==> src/rtl/uart_link_ctrl_if.sv <==
// Command and UART-side signal bundle for uart_link_ctrl.
// The slave modport is the sequencer; the master modport is the controller/UART side.
interface uart_link_ctrl_if;
    logic       cmd_valid;
    logic [7:0] cmd_code;
    logic       cmd_ready;
    logic [7:0] data_to_tx;
    logic       start_tx;
    logic       tx_busy;
    logic [7:0] data_received;
    logic       rx_done;
    logic       parity_error;
    logic       done;
    logic       ok;
    logic [2:0] attempts;
    logic       spwm_en;
    logic       link_fail;

    modport master (
        output cmd_valid, cmd_code, tx_busy, data_received, rx_done, parity_error,
        input  cmd_ready, data_to_tx, start_tx, done, ok, attempts, spwm_en, link_fail
    );

    modport slave (
        input  cmd_valid, cmd_code, tx_busy, data_received, rx_done, parity_error,
        output cmd_ready, data_to_tx, start_tx, done, ok, attempts, spwm_en, link_fail
    );
endinterface

==> src/rtl/uart_link_ctrl.sv <==
// Echo-checked UART command sequencer with retry and fail-safe SPWM gating.
// Optional idle heartbeat is compiled in when LINK_HEARTBEAT_EN is defined.
module uart_link_ctrl #(
    parameter int unsigned TIMEOUT_CYCLES = 240,
    parameter int unsigned GAP_CYCLES     = 24,
    parameter int unsigned MAX_RETRY      = 3,
    parameter logic [7:0]  CMD_ON         = 8'b11101110,
    parameter logic [7:0]  CMD_OFF        = 8'b01010101,
    parameter logic [7:0]  CMD_TOGGLE     = 8'b11000011
`ifdef LINK_HEARTBEAT_EN
    ,
    parameter logic [7:0]  HB_CODE        = 8'hA5,
    parameter int unsigned HB_PERIOD      = 24000
`endif
) (
    input logic              clk,
    input logic              reset,
    uart_link_ctrl_if.slave  link
);

    localparam int TW = $clog2(TIMEOUT_CYCLES + 1);
    localparam int GW = $clog2(GAP_CYCLES + 1);
    localparam logic [TW-1:0] TO_LAST     = TW'(TIMEOUT_CYCLES - 1);
    // GAP plus the following SEND cycle make up GAP_CYCLES idle cycles (GAP_CYCLES >= 2)
    localparam logic [GW-1:0] GAP_LAST    = GW'(GAP_CYCLES - 2);
    localparam logic [3:0]    MAX_RETRY_C = 4'(MAX_RETRY);

    typedef enum logic [2:0] {
        ST_IDLE      = 3'd0,
        ST_SEND      = 3'd1,
        ST_WAIT_ECHO = 3'd2,
        ST_GAP       = 3'd3,
        ST_DONE      = 3'd4
    } state_t;

    state_t        state_r, state_s;
    logic [7:0]    data_r, data_s;
    logic          start_r, start_s;
    logic          done_r, done_s;
    logic          ok_r, ok_s;
    logic [2:0]    attempts_r, attempts_s;
    logic [3:0]    att_cnt_r, att_cnt_s;
    logic          result_r, result_s;
    logic [TW-1:0] to_cnt_r, to_cnt_s;
    logic [GW-1:0] gap_cnt_r, gap_cnt_s;
    logic          spwm_r, spwm_s;
    logic          link_fail_r, link_fail_s;
    logic          ready_r, ready_s;
    logic          hb_active_r, hb_active_s;
    logic          accept_s;
    logic          echo_good_s;
    logic          hb_fire_s;
    logic [7:0]    hb_code_s;

    function automatic logic spwm_upd_f(input logic [7:0] code, input logic cur);
        logic nxt;
        case (code)
            CMD_ON:     nxt = 1'b1;
            CMD_OFF:    nxt = 1'b0;
            CMD_TOGGLE: nxt = ~cur;
            default:    nxt = cur;
        endcase
        return nxt;
    endfunction

    assign accept_s    = link.cmd_valid && ready_r;
    assign echo_good_s = link.rx_done && !link.parity_error && (link.data_received == data_r);

`ifdef LINK_HEARTBEAT_EN
    localparam int HW = $clog2(HB_PERIOD + 1);
    logic [HW-1:0] hb_cnt_r;

    assign hb_fire_s = (state_r == ST_IDLE) && spwm_r && !accept_s && (hb_cnt_r == HW'(HB_PERIOD - 1));
    assign hb_code_s = HB_CODE;

    // Consecutive enabled-idle cycles; any accept or leaving IDLE restarts it
    always_ff @(posedge clk) begin
        if (reset) begin
            hb_cnt_r <= {HW{1'b0}};
        end else if ((state_r == ST_IDLE) && spwm_r && !accept_s && !hb_fire_s) begin
            hb_cnt_r <= hb_cnt_r + HW'(1);
        end else begin
            hb_cnt_r <= {HW{1'b0}};
        end
    end
`else
    assign hb_fire_s = 1'b0;
    assign hb_code_s = 8'h00;
`endif

    // Next-state and next-output logic
    always_comb begin
        state_s     = state_r;
        data_s      = data_r;
        start_s     = 1'b0;
        done_s      = 1'b0;
        ok_s        = ok_r;
        attempts_s  = attempts_r;
        att_cnt_s   = att_cnt_r;
        result_s    = result_r;
        to_cnt_s    = to_cnt_r;
        gap_cnt_s   = gap_cnt_r;
        spwm_s      = spwm_r;
        link_fail_s = link_fail_r;
        hb_active_s = hb_active_r;
        case (state_r)
            ST_IDLE: begin
                if (accept_s) begin
                    data_s      = link.cmd_code;
                    att_cnt_s   = 4'd1;
                    hb_active_s = 1'b0;
                    state_s     = ST_SEND;
                end else if (hb_fire_s) begin
                    data_s      = hb_code_s;
                    att_cnt_s   = 4'd1;
                    hb_active_s = 1'b1;
                    state_s     = ST_SEND;
                end else begin
                    state_s     = ST_IDLE;
                end
            end
            ST_SEND: begin
                if (!link.tx_busy) begin
                    start_s  = 1'b1;
                    to_cnt_s = {TW{1'b0}};
                    state_s  = ST_WAIT_ECHO;
                end else begin
                    state_s  = ST_SEND;
                end
            end
            ST_WAIT_ECHO: begin
                to_cnt_s = to_cnt_r + TW'(1);
                // A good echo wins over a timeout landing in the same cycle
                if (echo_good_s) begin
                    result_s = 1'b1;
                    state_s  = ST_DONE;
                end else if (link.rx_done || (to_cnt_r == TO_LAST)) begin
                    if (att_cnt_r <= MAX_RETRY_C) begin
                        gap_cnt_s = {GW{1'b0}};
                        state_s   = ST_GAP;
                    end else begin
                        result_s  = 1'b0;
                        state_s   = ST_DONE;
                    end
                end else begin
                    state_s  = ST_WAIT_ECHO;
                end
            end
            ST_GAP: begin
                if (gap_cnt_r == GAP_LAST) begin
                    att_cnt_s = att_cnt_r + 4'd1;
                    state_s   = ST_SEND;
                end else begin
                    gap_cnt_s = gap_cnt_r + GW'(1);
                end
            end
            ST_DONE: begin
                if (hb_active_r) begin
                    if (!result_r) begin
                        spwm_s      = 1'b0;
                        link_fail_s = 1'b1;
                    end else begin
                        spwm_s      = spwm_r;
                    end
                end else begin
                    done_s     = 1'b1;
                    ok_s       = result_r;
                    attempts_s = att_cnt_r[3] ? 3'd7 : att_cnt_r[2:0];
                    if (result_r) begin
                        spwm_s      = spwm_upd_f(data_r, spwm_r);
                        link_fail_s = 1'b0;
                    end else begin
                        spwm_s      = 1'b0;
                        link_fail_s = 1'b1;
                    end
                end
                hb_active_s = 1'b0;
                state_s     = ST_IDLE;
            end
            default: begin
                state_s = ST_IDLE;
            end
        endcase
        ready_s = (state_s == ST_IDLE);
    end

    // State and registered outputs
    always_ff @(posedge clk) begin
        if (reset) begin
            state_r     <= ST_IDLE;
            data_r      <= 8'h00;
            start_r     <= 1'b0;
            done_r      <= 1'b0;
            ok_r        <= 1'b0;
            attempts_r  <= 3'd0;
            att_cnt_r   <= 4'd0;
            result_r    <= 1'b0;
            to_cnt_r    <= {TW{1'b0}};
            gap_cnt_r   <= {GW{1'b0}};
            spwm_r      <= 1'b0;
            link_fail_r <= 1'b0;
            ready_r     <= 1'b0;
            hb_active_r <= 1'b0;
        end else begin
            state_r     <= state_s;
            data_r      <= data_s;
            start_r     <= start_s;
            done_r      <= done_s;
            ok_r        <= ok_s;
            attempts_r  <= attempts_s;
            att_cnt_r   <= att_cnt_s;
            result_r    <= result_s;
            to_cnt_r    <= to_cnt_s;
            gap_cnt_r   <= gap_cnt_s;
            spwm_r      <= spwm_s;
            link_fail_r <= link_fail_s;
            ready_r     <= ready_s;
            hb_active_r <= hb_active_s;
        end
    end

    assign link.cmd_ready  = ready_r;
    assign link.data_to_tx = data_r;
    assign link.start_tx   = start_r;
    assign link.done       = done_r;
    assign link.ok         = ok_r;
    assign link.attempts   = attempts_r;
    assign link.spwm_en    = spwm_r;
    assign link.link_fail  = link_fail_r;

endmodule

==> src/flat_wrapper.sv <==
// flat-port wrapper written by rule: the top's interface ports become plain ports
module uart_link_ctrl_flat 
#(
    parameter int unsigned TIMEOUT_CYCLES = 240,
    parameter int unsigned GAP_CYCLES     = 24,
    parameter int unsigned MAX_RETRY      = 3,
    parameter logic [7:0]  CMD_ON         = 8'b11101110,
    parameter logic [7:0]  CMD_OFF        = 8'b01010101,
    parameter logic [7:0]  CMD_TOGGLE     = 8'b11000011

)
  (clk, reset, link_cmd_valid, link_cmd_code, link_tx_busy, link_data_received, link_rx_done, link_parity_error, link_cmd_ready, link_data_to_tx, link_start_tx, link_done, link_ok, link_attempts, link_spwm_en, link_link_fail);
  uart_link_ctrl_if link_i ();
  input logic clk;
  input logic reset;
  input wire logic [$bits(link_i.cmd_valid)-1:0] link_cmd_valid;
  input wire logic [$bits(link_i.cmd_code)-1:0] link_cmd_code;
  input wire logic [$bits(link_i.tx_busy)-1:0] link_tx_busy;
  input wire logic [$bits(link_i.data_received)-1:0] link_data_received;
  input wire logic [$bits(link_i.rx_done)-1:0] link_rx_done;
  input wire logic [$bits(link_i.parity_error)-1:0] link_parity_error;
  output wire logic [$bits(link_i.cmd_ready)-1:0] link_cmd_ready;
  output wire logic [$bits(link_i.data_to_tx)-1:0] link_data_to_tx;
  output wire logic [$bits(link_i.start_tx)-1:0] link_start_tx;
  output wire logic [$bits(link_i.done)-1:0] link_done;
  output wire logic [$bits(link_i.ok)-1:0] link_ok;
  output wire logic [$bits(link_i.attempts)-1:0] link_attempts;
  output wire logic [$bits(link_i.spwm_en)-1:0] link_spwm_en;
  output wire logic [$bits(link_i.link_fail)-1:0] link_link_fail;
  assign link_i.cmd_valid = link_cmd_valid;
  assign link_i.cmd_code = link_cmd_code;
  assign link_i.tx_busy = link_tx_busy;
  assign link_i.data_received = link_data_received;
  assign link_i.rx_done = link_rx_done;
  assign link_i.parity_error = link_parity_error;
  assign link_cmd_ready = link_i.cmd_ready;
  assign link_data_to_tx = link_i.data_to_tx;
  assign link_start_tx = link_i.start_tx;
  assign link_done = link_i.done;
  assign link_ok = link_i.ok;
  assign link_attempts = link_i.attempts;
  assign link_spwm_en = link_i.spwm_en;
  assign link_link_fail = link_i.link_fail;
  uart_link_ctrl #(.TIMEOUT_CYCLES(TIMEOUT_CYCLES), .GAP_CYCLES(GAP_CYCLES), .MAX_RETRY(MAX_RETRY), .CMD_ON(CMD_ON), .CMD_OFF(CMD_OFF), .CMD_TOGGLE(CMD_TOGGLE)) u_core (.clk(clk), .reset(reset), .link(link_i));
endmodule
==> config.mk <==
export PLATFORM = sky130hd
export DESIGN_NAME = uart_link_ctrl_flat
export DESIGN_NICKNAME = d
export VERILOG_FILES = /design/src/rtl/uart_link_ctrl_if.sv /design/src/rtl/uart_link_ctrl.sv /design/src/flat_wrapper.sv
export SDC_FILE = /design/constraint.sdc
export NUM_CORES = 1
export LEC_CHECK = 0
export CORE_MARGIN = 4
export CORE_UTILIZATION = 23
export DETAILED_ROUTE_END_ITERATION = 12
export GPL_TIMING_DRIVEN = 0
export PLACE_DENSITY = 0.51
export SLEW_MARGIN = 5
export SYNTH_ARGS = -nofsm -noshare
export SYNTH_HDL_FRONTEND = slang
export SYNTH_SLANG_ARGS = --single-unit
export TNS_END_PERCENT = 100
==> constraint.sdc <==
create_clock -name clk -period 3.4 [get_ports clk]
set_input_delay 1.02 -clock clk [delete_from_list [all_inputs] [get_ports clk]]
set_output_delay 1.02 -clock clk [all_outputs]
set_load 0.005 [all_outputs]
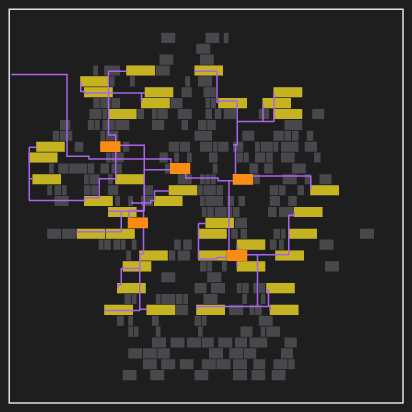
run_1/clock_map.png
Drawn at 4 px/µm.
legend:
  orange:
    item: cells driving clock nets
    count: 5
  yellow:
    item: flip-flops
    count: 38
  purple:
    item: clock wires
    length: 503 µm
routed clock nets: 6

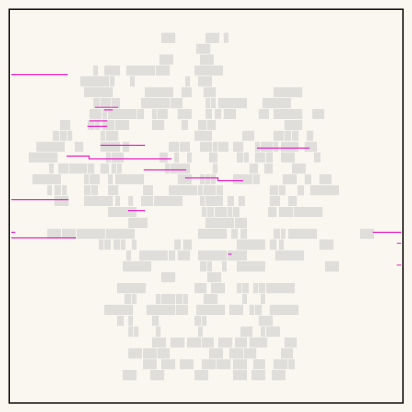
run_1/met3.png
Drawn at 4 px/µm. Cells faint in the background.
main direction: horizontal
longest straight run: 20.5 µm
nets with wire on the layer: 13
share of all routed wire: 2.9%
wire length on this layer: 149 µm
drt total wl: 5123 µm
number of vias after detailed routing: 1745
met3 track utilization from global routing: 2.429%

==> notes.md, run 1 <==
Figures from the implementation reports.

- The flow ran to the end, and the final reports show no timing, DRC or antenna violations.
- Counting flops and latches in the post-synthesis netlist gives 38.
- In the synthesized netlist, the dominant kind of combinational cell is simple AND/OR/NAND/NOR gates.
- Traced cell by cell, the critical path runs through clkdlybuf4s50_1 > xor2_1 > nor3_1 > nand3_1 > a31o_2.
- The core area reads 7807 µm².
- The height of the die is 98.09 µm.
- The tally of nets with antenna violations remaining after routing is 0.
- The number of clock sinks is 38.
- The length in cells of the worst reg-to-reg path is 4.
- The clock-pin slew reported for the worst setup and hold paths after clock tree synthesis reads 70 ps.
- The final report lists the setup-violating endpoint count as 0.
- The path type of the worst setup path reads input pin to flip-flop.
- Leaving out fill and tap cells, the most frequent cells in the layout are sky130_fd_sc_hd__dfxtp_1, sky130_fd_sc_hd__clkdlybuf4s50_1, sky130_fd_sc_hd__nand2_1, sky130_fd_sc_hd__nor2_1, sky130_fd_sc_hd__a21oi_1.
- The met1 routed wirelength after detailed routing is 2439 µm.
- The number of rows created at floorplan reads 32.
- The highest attainable clock frequency is 0.3833 GHz.
- Per the synthesis report, the AND-OR/OR-AND share of the synthesized area is 17.69%.
- The global routing usage summed across all routing layers reads 10.82%.
- The worst hold margin is 472.2 ps.
- The number of antenna diodes reads 0.
- The flip-flop and latch area is 760.7 µm².
- The critical path endpoint category reads a flip-flop.
- The final clock period utilization by the worst path is 76.74%.
- The xor and xnor area share after synthesis is 5.630%.
- The most frequent logic cell in the layout is sky130_fd_sc_hd__dfxtp_1.
- Buffers added to address setup during post-CTS repair amount to 0.
- The placed instance area reads 2365 µm².
- The number of antenna violations at the first check in global routing is 0.
- The cell depth of the worst setup path reads 5.
- The die covers 9622 µm².
- The total instance count after detailed placement is 358.
- In the detailed route, the total length drawn on met2 is 2480 µm.
- The number of top-level pins reads 39.
- Between the synthesized netlist and the finished layout, the area growth was recorded as 30.96%.
- The fraction of registers with async set or reset after synthesis is 0%.
- In the detailed route, the total length drawn on met3 is 148 µm.
- Once layout is done, the placed cells without fillers occupy 2445 µm².
- Detailed-route iteration 0 reported a violation count of 119.
- For the final database, setup skew stands at 2.859 ps.
- The register share after synthesis is 40.75%.
- The simple-gate area share of the yosys netlist reads 30.16%.
- The endpoint of the worst-slack reg-to-reg timing path reads u_core.state_r[1].
- The leakage power total is 0.8704 nW.
- The reg-to-reg critical path startpoint is u_core.link.data_to_tx[2].
- The internal reg-to-reg setup slack is 1510 ps.
- Post-CTS repair ended up resizing 0 cells.
- The number of optimization iterations in the first detailed-route pass is 4.
- The per-instance average area after synthesis is 8.524 µm².
- The placer's final routability congestion estimate reads 0.7722.
- The capture point of the worst path is u_core.state_r[1].
- The required time of the worst setup path is 3590 ps.
- The adder-cell share of the synthesized area reads 2.681%.
- The number of buffers created by CTS is 5.
- The tightest slew margin relative to the limit is 39.53%.
- The number of synthesis warnings reads 0.
- The count of cells in the finished layout, fillers not included, comes to 365.
- The hold buffer count at CTS reads 0.
- The clock tree root driver cell reads sky130_fd_sc_hd__clkbuf_8.
- The slew of the pin with the lowest slew margin reads 905.0 ps.
- The cell area power density is 365.9 nW/µm².
- Counting flops with a built-in enable in the synthesized netlist gives 0.
- The multiplexer fraction of the synthesized cell area reads 0.6032%.
- The shortest period the worst path allows is 2609 ps.
- The top flip-flop cell by instance count after synthesis is sky130_fd_sc_hd__dfxtp_1.
- The share of final-layout standard cells stronger than drive strength 1 reads 5.703%.
- The synthesized netlist cell count reads 219.
- The later-pin clock latency in the skew report is 290 ps.
- The max-cap violation count reads 0.
- Summing over the stages, the warning tally comes to 27.
- The die is 98.09 µm wide.
- The number of fill cells reads 830.
- The number of global-route vias before repair is 1632.
- As logged by OpenROAD, the buffers inserted on ports number 37.
- The yosys stat chip area is 1867 µm².
- The clock passes through at most 2 buffers.
- The number of buffers and inverters on the critical path is 1.
- The largest incremental delay on the critical path is 530 ps.
- At floorplan, the net count of the design was reported as 245.
- The remaining global-route overflow reads 0.
- The layer flagged by global routing as most heavily used is met2.
- The final total negative setup slack reads 0 ps.
- The timing report attributes the biggest portion of critical-path delay to simple AND/OR/NAND/NOR gates.
- The maximum fanout encountered on the critical timing path reads 5.
- The class of the tightest hold or removal check is flip-flop to flip-flop.
- For this run, global-route usage on met1 was measured as 14.19%.
- The script parses the final routing iteration and logs DRC violations as 0.
- The pin count of the biggest net entering global routing is 12.
- In the final report, the number of pins over their slew limit comes to 0.
- The standard cell with the maximum stage delay on the critical path reads sky130_fd_sc_hd__nor3_1.
- The count of final hold-check violations reads 0.
- The pre-placement core utilization reads 23.91%.
- The number of distinct library cell variants in the gate-level netlist after synthesis is 47.
- The worst hold path cell count reads 2.
- The highest routing layer actually used is met4.
- The via density per instance is 4.781.
- The post-layout net count reads 289.
- The CTS tree is done.
- Setup repair after global routing left no endpoint under its margin.
- The cell area after technology mapping reads 1867 µm².
- The first global-routing pass estimated 8445 µm of wire.
- STA classifies the critical path startpoint as an input pin.
- The source of the critical timing path is link_data_received[2].
- The met2 global-route usage is 17.91%.
- The HPWL after detailed placement is 3856 µm.
- In the final routed layout, each cell accounts on average for 14.04 µm.
- The maximum VDD drop is 0.2135 mV.
- The critical path arrival is 2790 ps.
- The clock H-tree reported by CTS has 2 levels.
- For this design, Yosys synthesis ends with a cell count of 219.
- The area occupied by multi-input gates is 1060 µm².
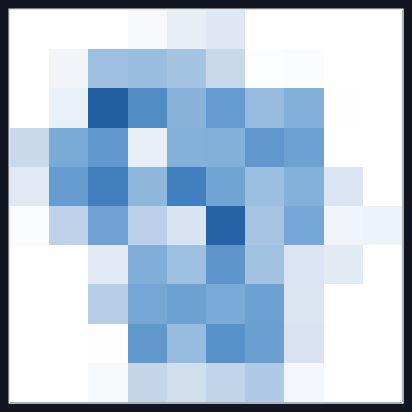
run_1/density.png
Drawn at 4 px/µm. 10 x 10 tiles, from white (low) to dark blue (high), 0 to 100% covered.
mean over tiles: 24%
nearly empty tiles: 35%
fullest tile: 82%
tiles over 75% full: 2.0%

[run 1: through the flow]
step | setup WS [ps] | total power [mW] | utilization (%)
3_5_place_dp | 445.5 | 0.6096 | 30.29
3_3_place_gp | 434.8 | 0.6095 | 30.29
6_report | 790.8 | 0.8945 | 31.31
5_1_grt | 622.1 | 0.9399 | 31.31
2_1_floorplan | 1268 | 0.5435 | -
4_1_cts | 739.5 | 0.9048 | 31.31
[run 1: cells in the mapped netlist, drive strengths merged, types with 3 or more instances]
library cell	n	area (µm²)
and4b	4	40.04
o211a	3	30.03
nand4	3	18.77
nor3	9	45.04
nand3	11	55.05
o311ai	4	35.03
clkbuf	7	26.28
nand4b	3	26.28
a211oi	3	22.52
xor2	10	87.58
nor4	3	25.02
nand2	30	112.6
o21ai	8	40.04
dfxtp	38	760.7
ha	4	50.05
nor2	20	75.07
nand3b	3	22.52
nor3b	3	27.52
a21oi	17	85.08
and3	5	31.28
[run 1: layout make-up]
type / count / area share (%)
repair buffers: 37 / 15.15
inverters: 2 / 0.3071
plain buffers: 9 / 1.586
flip-flops and latches: 38 / 31.12
well taps: 102 / 5.220
multi-input cells: 170 / 43.35
clock inverters: 1 / 0.3071
clock buffers: 6 / 2.968
[run 1: worst min-delay path by stage]
stage,from,to,slack [ps]
3_5_place_dp,u_core.link.ok,u_core.link.ok,460
6_report,u_core.link.ok,u_core.link.ok,470
3_3_place_gp,u_core.link.ok,u_core.link.ok,460
4_1_cts,u_core.link.ok,u_core.link.ok,480
2_1_floorplan,u_core.link.ok,u_core.link.ok,450
5_1_grt,u_core.link.ok,u_core.link.ok,520
[run 1: power breakdown]
group | leakage [nW] | internal [mW] | switching [mW]
clock | 0.0373 | 0.141 | 0.156
combinational | 0.526 | 0.0606 | 0.0590
sequential | 0.307 | 0.458 | 0.0196
run_1/met1.png
Drawn at 3 px/µm. Supply wires on this layer in grey.
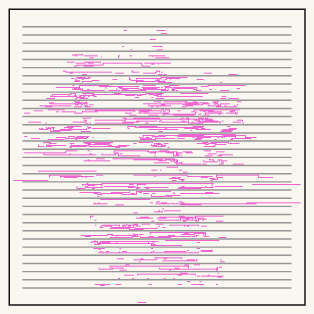

==> run 2: changes to the inputs <==
--- a/config.mk
+++ b/config.mk
@@ -9,7 +9,7 @@
 export CORE_UTILIZATION = 23
 export DETAILED_ROUTE_END_ITERATION = 12
 export GPL_TIMING_DRIVEN = 0
-export PLACE_DENSITY = 0.51
+export PLACE_DENSITY = 0.53
 export SLEW_MARGIN = 5
 export SYNTH_ARGS = -nofsm -noshare
 export SYNTH_HDL_FRONTEND = slang
==> constraint.sdc (replaced) <==
create_clock -name clk -period 2.2 [get_ports clk]
set_input_delay 0.66 -clock clk [delete_from_list [all_inputs] [get_ports clk]]
set_output_delay 0.66 -clock clk [all_outputs]
set_load 0.005 [all_outputs]
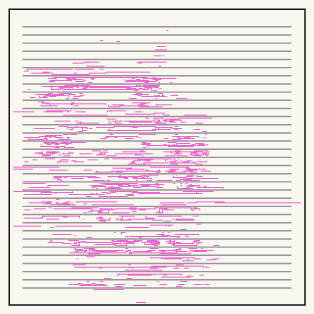
run_2/met1.png
Drawn at 3 px/µm. Supply wires on this layer in grey.
nets with wire on the layer: 268
wire length on this layer: 2430 µm
number of vias after detailed routing: 1816
global-route track usage on met1: 15.19%
drt total wl: 5346 µm

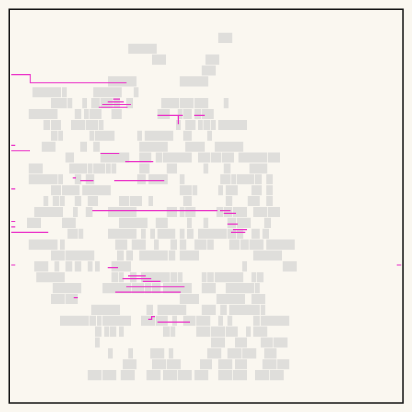
run_2/met3.png
Drawn at 4 px/µm. Cells faint in the background.
nets with wire on the layer: 27
longest straight run: 31.0 µm
share of all routed wire: 3.9%

==> notes.md, run 2 <==
Figures from the implementation reports.

- The layout overhead on the synthesized area reads 32.77%.
- The post-synthesis cell type with the largest combined area reads sky130_fd_sc_hd__dfxtp_1.
- The xor and xnor area share after synthesis came to 5.630% (unchanged).
- The share of the core filled with cells in the final layout reads 31.75% (+0.43 points).
- The synthesized netlist cell count is 219 (unchanged).
- The share of final-layout standard cells stronger than drive strength 1 reads 7.197% (+1.5 points).
- The source of the critical timing path reads link_tx_busy.
- The internal reg-to-reg setup slack reads 350 ps (-1160 ps).
- The multiplexer fraction of the synthesized cell area came to 0.6032% (unchanged).
- The path type of the worst setup path reads input pin to flip-flop.
- The final standard cell area without fillers reads 2479 µm² (+1.4%).
- The maximum fanout encountered on the critical timing path is 6 (+1).
- The cell area after technology mapping is 1867 µm² (unchanged).
- The height of the die came to 98.09 µm (unchanged).
- The count of flip-flops with a built-in enable after synthesis is 0 (unchanged).
- The hold buffer count at CTS came to 0 (unchanged).
- The launch point of the worst min-delay path is recorded as u_core.link.ok.
- The critical path arrival reads 2230 ps (-560 ps).
- The total setup violations reported at the end of the flow reads 0 (unchanged).
- The final clock period utilization by the worst path reads 93.93%.
- The simple-gate area share of the yosys netlist is 30.16% (unchanged).
- The portion of total power attributed to combinational logic is 13.5% (about the same).
- The biggest combinational cell group after synthesis reads simple AND/OR/NAND/NOR gates.
- The port buffer count reads 37 (unchanged).
- The total number of H-tree levels came to 2 (unchanged).
- The post-route clock skew came to 9.027 ps (+6.169 ps).
- The post-layout total power is 1.440 mW (+61%).
- The per-instance average area after synthesis is 8.524 µm² (unchanged).
- The internal cell power is 1.055 mW (+60%).
- The number of clock sinks is 38 (unchanged).
- The number of cell instances after yosys synthesis reads 219 (unchanged).
- TritonCTS built the clock tree.
- The core area is 7807 µm² (unchanged).
- The endpoint of the worst-slack reg-to-reg timing path reads u_core.gap_cnt_r[3].
- The count of unresolved DRC violations after routing is 0 (unchanged).
- The register share after synthesis reads 40.75% (unchanged).
- The final total negative setup slack reads 0 ps (unchanged).
- The number of optimization iterations in the first detailed-route pass is 4 (unchanged).
- The post-DP HPWL is 3930 µm (+1.9%).
- The full die area is 9622 µm² (unchanged).
- The number of buffers created by CTS reads 5 (unchanged).
- The pin count of the biggest net entering global routing reads 13 (+1).
- The slew of the pin with the lowest slew margin is 834.1 ps (-70.96 ps).
- The number of synthesis warnings is 0 (unchanged).
- The worst slack after detailed placement is -382.3 ps (-827.8 ps).
- The placer's final routability congestion estimate reads 0.8125 (+5.2%).
- The OpenROAD warning count is 27 (unchanged).
- The pre-placement core utilization reads 23.91% (unchanged).
- In the layout the commonest cells are sky130_fd_sc_hd__dfxtp_1, sky130_fd_sc_hd__clkdlybuf4s50_1, sky130_fd_sc_hd__nand2_1, sky130_fd_sc_hd__nor2_1, sky130_fd_sc_hd__a21oi_1.
- By area the synthesized netlist is led by sky130_fd_sc_hd__dfxtp_1, sky130_fd_sc_hd__nand2_1, sky130_fd_sc_hd__xor2_1.
- The initial detailed-routing violation count came to 136 (+14%).
- The kind of start point of the critical path reads an input pin.
- The count of final hold-check violations reads 0 (unchanged).
- The number of distinct library cell variants in the gate-level netlist after synthesis was 47 (unchanged).
- The maximum clock insertion buffer count is 2 (unchanged).
- The net load switching power is 0.3850 mW (+64%).
- The flow ran to the end, and the final reports show no timing, DRC or antenna violations.
- The maximum VDD drop reads 0.2486 mV (+16%).
- The yosys stat chip area is 1867 µm² (unchanged).
- The number of antenna diodes reads 0 (unchanged).
- The die width reads 98.09 µm (unchanged).
- The wire length of the first global-routing pass reads 9018 µm (+6.8%).
- The number of global-route vias before repair is 1766 (+8.2%).
- The shortest period the worst path allows reads 2067 ps.
- The most critical min-delay path falls under flip-flop to flip-flop.
- The required time of the worst setup path reads 2360 ps (-1230 ps).
- For this run, the leading register cell type out of synthesis is sky130_fd_sc_hd__dfxtp_1.
- Leaving out fill and tap cells, the most frequent cell in the layout is sky130_fd_sc_hd__dfxtp_1.
- The clock tree root driver cell reads sky130_fd_sc_hd__clkbuf_8.
- The number of top-level pins reads 39 (unchanged).
- The complex-gate fraction of the synthesized area reads 17.69% (unchanged).
- The register share of total power is 51.2% (-2.2 points).
- The length in cells of the worst reg-to-reg path is 4 (unchanged).
- The worst hold path cell count is 2 (unchanged).
- Setup repair after global routing left no endpoint under its margin.
- The number of setup buffers added after CTS is 0 (unchanged).
- The endpoint of the worst hold-timing path reads u_core.link.ok.
- The highest attainable clock frequency reads 0.4839 GHz.
- The top cell type by instance count after synthesis reads sky130_fd_sc_hd__dfxtp_1.
- The reg-to-reg critical path startpoint is u_core.state_r[1].
- The switching share of power reads 26.73% (+0.45 points).
- The adder-cell share of the synthesized area is 2.681% (unchanged).
- The final cell count without fillers is 366 (+0.27%).
- The number of antenna violations at the first check in global routing is 0 (unchanged).
- The post-layout net count is 289 (unchanged).
- The worst hold margin is 466.3 ps (-5.924 ps).
- The number of storage elements in the synthesis netlist is 38 (unchanged).
- The remaining global-route overflow is 0 (unchanged).
- The share of Yosys cell area claimed by the top area cell type was 40.75% (unchanged).
- The placed instance area is 2365 µm² (unchanged).
- The clock-pin slew reported for the worst setup and hold paths after clock tree synthesis reads 80 ps (about the same).
- The fraction of registers with async set or reset after synthesis reads 0% (unchanged).
- The via density per instance reads 4.962 (+3.8%).
- The total instance count after detailed placement is 358 (unchanged).
- The leakage power total reads 0.8847 nW (+1.6%).
- The number of rows created at floorplan is 32 (unchanged).
- The later-pin clock latency in the skew report reads 290 ps (about the same).
[run 2: final cells by class]
class	count	area, µm²	area share (%)
Tap cell	102	127.6	5.149
Buffer	9	38.79	1.565
Multi-Input combinational cell	170	1079	43.51
Timing Repair Buffer	37	370.4	14.94
Clock inverter	2	12.51	0.5048
Inverter	2	7.507	0.3029
Sequential cell	38	760.7	30.69
Clock buffer	6	82.58	3.332
[run 2: worst max-delay path by stage]
stage | end | slack, ps | cells past startpoint
after detailed placement | u_core.state_r[1] | -380 | 5
after global routing | u_core.to_cnt_r[2] | 40 | 5
after CTS | u_core.state_r[0] | 20 | 5
final | u_core.to_cnt_r[2] | 130 | 5
after global placement | u_core.state_r[1] | -410 | 5
after floorplan | u_core.state_r[0] | 430 | 4
[run 2: power groups by stage]
stage,clock (mW),combinational [mW],sequential [mW]
after floorplan,0,0.0928,0.747
after global placement,0,0.188,0.754
after detailed placement,0,0.190,0.754
after CTS,0.525,0.192,0.738
after global routing,0.567,0.215,0.743
final,0.508,0.194,0.738
[run 2: cell families after synthesis]
kind of cell,after synthesis
multiplexers,1
buffers and inverters,11
flip-flops,38
adder cells (fa/ha/maj),4
AND/OR/NAND/NOR,104
XOR/XNOR,12
AND-OR/OR-AND,49
[run 2: worst max-delay path, stage by stage]
cell and delay [ps]:
sky130_fd_sc_hd__clkdlybuf4s50_1 430, sky130_fd_sc_hd__or4b_1 620, sky130_fd_sc_hd__and2_1 260, sky130_fd_sc_hd__o21ai_0 170, sky130_fd_sc_hd__a21oi_1 80
[run 2: layer usage]
layer  vias to the layer above  part of all wire [%]  GRT usage [%]
met5                         -                     0              0
met4                         0                   1.6          4.047
met3                         9                   3.9          2.786
met2                        55                    49          18.43
met1                       855                    46          15.19
li1                        897                     -              -
Power and IR drop assume default switching activity.
